==> config.mk <==
export PLATFORM = sky130hd
export DESIGN_NAME = sap_sequencer
export DESIGN_NICKNAME = d
export VERILOG_FILES = /design/src/rtl/sap_sequencer.sv
export SDC_FILE = /design/constraint.sdc
export NUM_CORES = 1
export LEC_CHECK = 0
export CAP_MARGIN = 5
export CELL_PAD_IN_SITES_DETAIL_PLACEMENT = 0
export CELL_PAD_IN_SITES_GLOBAL_PLACEMENT = 1
export CORE_UTILIZATION = 36
export CTS_CLUSTER_DIAMETER = 150
export DETAILED_ROUTE_END_ITERATION = 7
export HOLD_SLACK_MARGIN = 0.06
export PLACE_DENSITY_LB_ADDON = 0.12
export SYNTH_ARGS = -nofsm -noshare
export SYNTH_HDL_FRONTEND = slang
export SYNTH_SLANG_ARGS = --single-unit
==> constraint.sdc <==
create_clock -name clk -period 3.05 [get_ports clk]
set_input_delay 0.305 -clock clk [delete_from_list [all_inputs] [get_ports clk]]
set_output_delay 0.305 -clock clk [all_outputs]
set_load 0.005 [all_outputs]
==> images/density.png <==
Scale: 4 px per um. The die is cut into 8 by 8 equal tiles; dark purple is low, yellow is high, 0 to 100% covered.
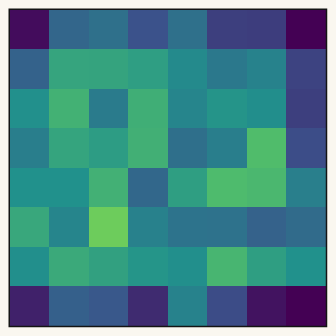
tiles over 75% full: 1.6%
emptiest ninth of the die: upper right
fullest tile: 77%
final core occ: 0.483
Core Area: 5610 um^2
Init Core Util: 0.380

==> images/port_nets.png <==
Scale: 4 px per um.
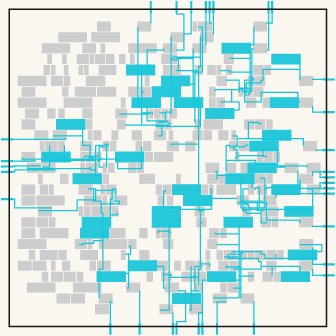
legend:
  cyan:
    port: `o_retired`
    bits: 32
    direction: output
    edge: 11 right, 8 bottom, 8 top, 5 left
    end_cells: 32
    wire: 1300 um
PortBufs: 46
Ports: 51

==> images/final_clocks.png <==
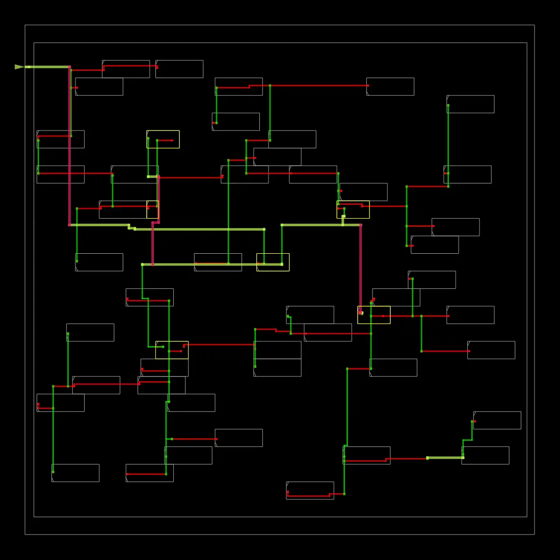
Clock Power: 349 uW
clk_skew: 0.00955 ns
CTS sink count: 45
CTS Buf Count: 5
clkbuf count: 5

==> images/registers.png <==
Scale: 4 px per um. Other sequential cells in the stronger gray, the rest of the logic in the fainter gray.
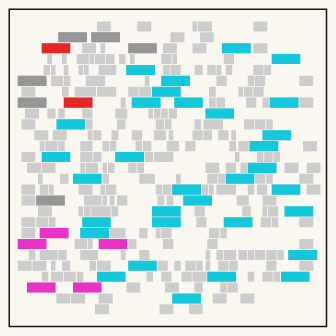
legend:
  cyan:
    name_in_the_netlist: `o_retired`
    placed_flops: 32
    where: spread over the die
  red:
    name_in_the_netlist: `state_q`
    placed_flops: 2
  magenta:
    name_in_the_netlist: `o_step`
    placed_flops: 5
    where: lower left
not colored: 6
register area: 901 um^2
register share of the cell area: 0.332
Seq power: 598 uW

==> images/gate_families.png <==
Scale: 6 px per um.
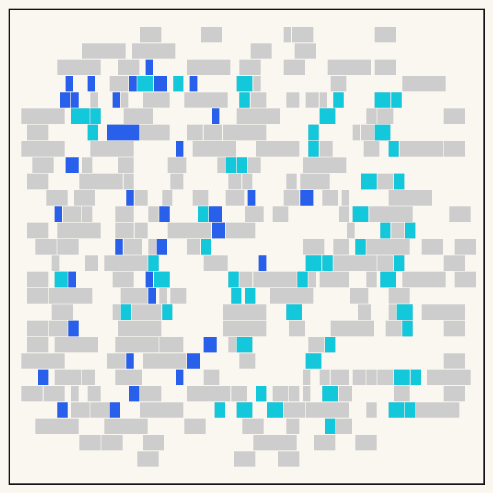
legend:
  blue:
    family: NOR gates
    cells: 35
    most_used: nor2_1
  cyan:
    family: inverting AOI/OAI gates
    cells: 54
    most_used: a21oi_1
most frequent logic cell in the layout: clkdlybuf4s50_1
number of non-filler instances in the completed layout: 359

==> impl_metrics.env <==
# implementation run metrics
export IMPL_syn_avg_cell_area_um2=8.66
export IMPL_reg2reg_depth=7
export IMPL_finalCritPeriodShare=0.807
export IMPL_end_kind="flip-flop"
export IMPL_max_stage_delay_ns=0.54
export IMPL_grt_pass1_wl_mm=8.13
export IMPL_grt_max_degree=25
export IMPL_worstPathMaxFanout=21
export IMPL_drc=0
export IMPL_power_frac_clock=0.353
export IMPL_warnings=29
export IMPL_busiest_layer="met2"
export IMPL_first_global_vias=1734
export IMPL_avgViaCountPerCell=5.50
export IMPL_ir_worst_vdd_uv=205
export IMPL_ys_types=37
export IMPL_ys_area_um2=2130
export IMPL_num_fill_cells=593
export IMPL_worstPathCellList="ha_1 -> and3_1 -> ha_1 -> o21ai_0 -> or3_4 -> or4_1 -> a21oi_1"
export IMPL_yosys_cells=246
export IMPL_use_met1=0.215
export IMPL_p_leak_nw=0.853
export IMPL_netSwitchingFraction=0.229
export IMPL_intPower_uw=764
export IMPL_period_needed_ns=2.46
export IMPL_ys_seq_frac=0.423
export IMPL_place_gp_congestion=0.695
export IMPL_overflow=0
export IMPL_lay_top_cells="clkdlybuf4s50_1 (46), dfxtp_1 (45), a21oi_1 (25)"
export IMPL_synth_seq_cells=45
export IMPL_diodes=0
export IMPL_edf_count=0
export IMPL_timing_hold_violations_final=0
export IMPL_grt_util_met3=0.0379
export IMPL_vias=1976
export IMPL_yosys_warnings=0
export IMPL_antenna_found_initial=0
export IMPL_critical_path_depth=7
export IMPL_crit_family="simple AND/OR/NAND/NOR gates"
export IMPL_drtIter0Drc=52
export IMPL_clock_latency_ns=0.30
export IMPL_tns_ns=0
export IMPL_relSlewSlack=0.542
export IMPL_grt_met2_usage=0.262
export IMPL_wl_mm=4.92
export IMPL_first_pass_iters=4
export IMPL_clock_fmax_ghz=0.406
export IMPL_largest_register_ffs=32
export IMPL_synthArstFlopShare=0
export IMPL_comb_power_share=0.043
export IMPL_p_per_area_nw_per_um2=365
export IMPL_fp_nets=259
export IMPL_hold_path_cell_count=2
export IMPL_cts_setup_buffers=0
export IMPL_rsz0062_at_grt="false"
export IMPL_finalSetupViolCount=0
export IMPL_flop_cell="dfxtp_1"
export IMPL_die_w_um=78.9
export IMPL_areaGrowthSynthToFinish_pct=27.3
export IMPL_startpoint_type="flip-flop"
export IMPL_row_count=27
export IMPL_status="finished, final reports clean"
export IMPL_wire_per_inst_um=13.7
export IMPL_reg2reg_slack_ns=0.59
export IMPL_crit_required_ns=3.29
export IMPL_die_y_um=78.9
export IMPL_critPathSlowestCell="or4_1"
export IMPL_crit_top_cell="ha_1"
export IMPL_drive_gt1_frac=0.0557
export IMPL_holdBufCountCts=0
export IMPL_finalPower_uw=990
export IMPL_cts_htree_levels=2
export IMPL_chipArea_um2=6230
export IMPL_clkTransAtPathRegs_ns=0.08
export IMPL_syn_area_um2=2130
export IMPL_clock_path_buffers=2
export IMPL_p_seq_frac=0.604
export IMPL_tightest_slew_ns=0.686
export IMPL_arrival_ns=2.70
export IMPL_ant_nets=0
export IMPL_dp_hpwl_mm=3.28
export IMPL_crit_type="flip-flop to flip-flop"
export IMPL_cts_tree="done"
export IMPL_cts_resized_gates=0
export IMPL_gr_usage_all_layers=0.164
export IMPL_final_nets=301
export IMPL_hold_path_class="flip-flop to flip-flop"
export IMPL_syn_inst=246
export IMPL_power_switching_uw=226
export IMPL_drv_slew=0
export IMPL_clockRootBuffer="clkbuf_8"
export IMPL_max_cap_violations=0
export IMPL_cp_num_buf_inv=0
## per-stage QoR
step,cell area (um^2),setup WS [ns],hold slack (ns),cells
final,2710,0.590,0.486,359
after floorplan,2130,0.765,0.461,246
after CTS,2710,0.561,0.491,359
after global placement,2640,0.412,0.468,353
after detailed placement,2640,0.368,0.460,353
after global routing,2710,0.402,0.503,359
## synthesized netlist by cell type (4+ instances only)
| cell type | number | area share |
|---|---|---|
| nand3_1 | 13 | 0.031 |
| and3_1 | 4 | 0.012 |
| xnor2_1 | 6 | 0.025 |
| xor2_1 | 5 | 0.021 |
| clkbuf_1 | 12 | 0.021 |
| nand4_1 | 8 | 0.024 |
| ha_1 | 4 | 0.024 |
| nand2_1 | 13 | 0.023 |
| or4_1 | 19 | 0.067 |
| o31ai_1 | 17 | 0.060 |
| nor3_1 | 8 | 0.019 |
| inv_1 | 5 | 0.0088 |
| a21oi_1 | 25 | 0.059 |
| nor4_1 | 5 | 0.015 |
| dfxtp_1 | 45 | 0.42 |
| o21ai_0 | 8 | 0.019 |
| nor2_1 | 19 | 0.033 |
| or3_1 | 5 | 0.015 |
## power groups by stage
stage	Clock (mW)	Sequential, mW	Combinational (mW)
floorplan	0	0.610	0.0277
global placement	0	0.612	0.0430
detailed placement	0	0.612	0.0432
CTS	0.364	0.598	0.0433
global route	0.389	0.599	0.0478
finish	0.349	0.598	0.0429
## layer usage
metal,wire (um),vias to the layer above
li1,-,1003
met5,0,-
met2,2220,46
met3,219,6
met4,52,0
met1,2430,921
## cells by family (layout without fill, tap and decap cells)
kind of cell / after synthesis / after routing / synth area share
buffers and inverters: 21 / 62 / 0.0494
AOI/OAI and AO/OA: 55 / 55 / 0.156
adders and majority gates: 4 / 4 / 0.0235
and+or+nand+nor: 106 / 106 / 0.286
xor gates and xnor gates: 11 / 11 / 0.0452
muxes: 3 / 3 / 0.0147
DFF: 45 / 45 / 0.423
other: 1 / 1 / 0.00176
## worst min-delay path, stage by stage (launching register included)
cell	delay [ns]
dfxtp_1	0.34
a31oi_1	0.04
nor2_1	0.07
## area by class of cell
type / count / area, um^2 / area share
clock buffer: 5 / 68.8 / 0.0254
clock inverter: 1 / 5.00 / 0.00185
inverter: 5 / 18.8 / 0.00692
multi-input combinational: 180 / 1130 / 0.417
sequential: 45 / 901 / 0.332
tap: 72 / 90.1 / 0.0332
timing repair buffer: 51 / 498 / 0.184
Power and IR drop assume default switching activity.
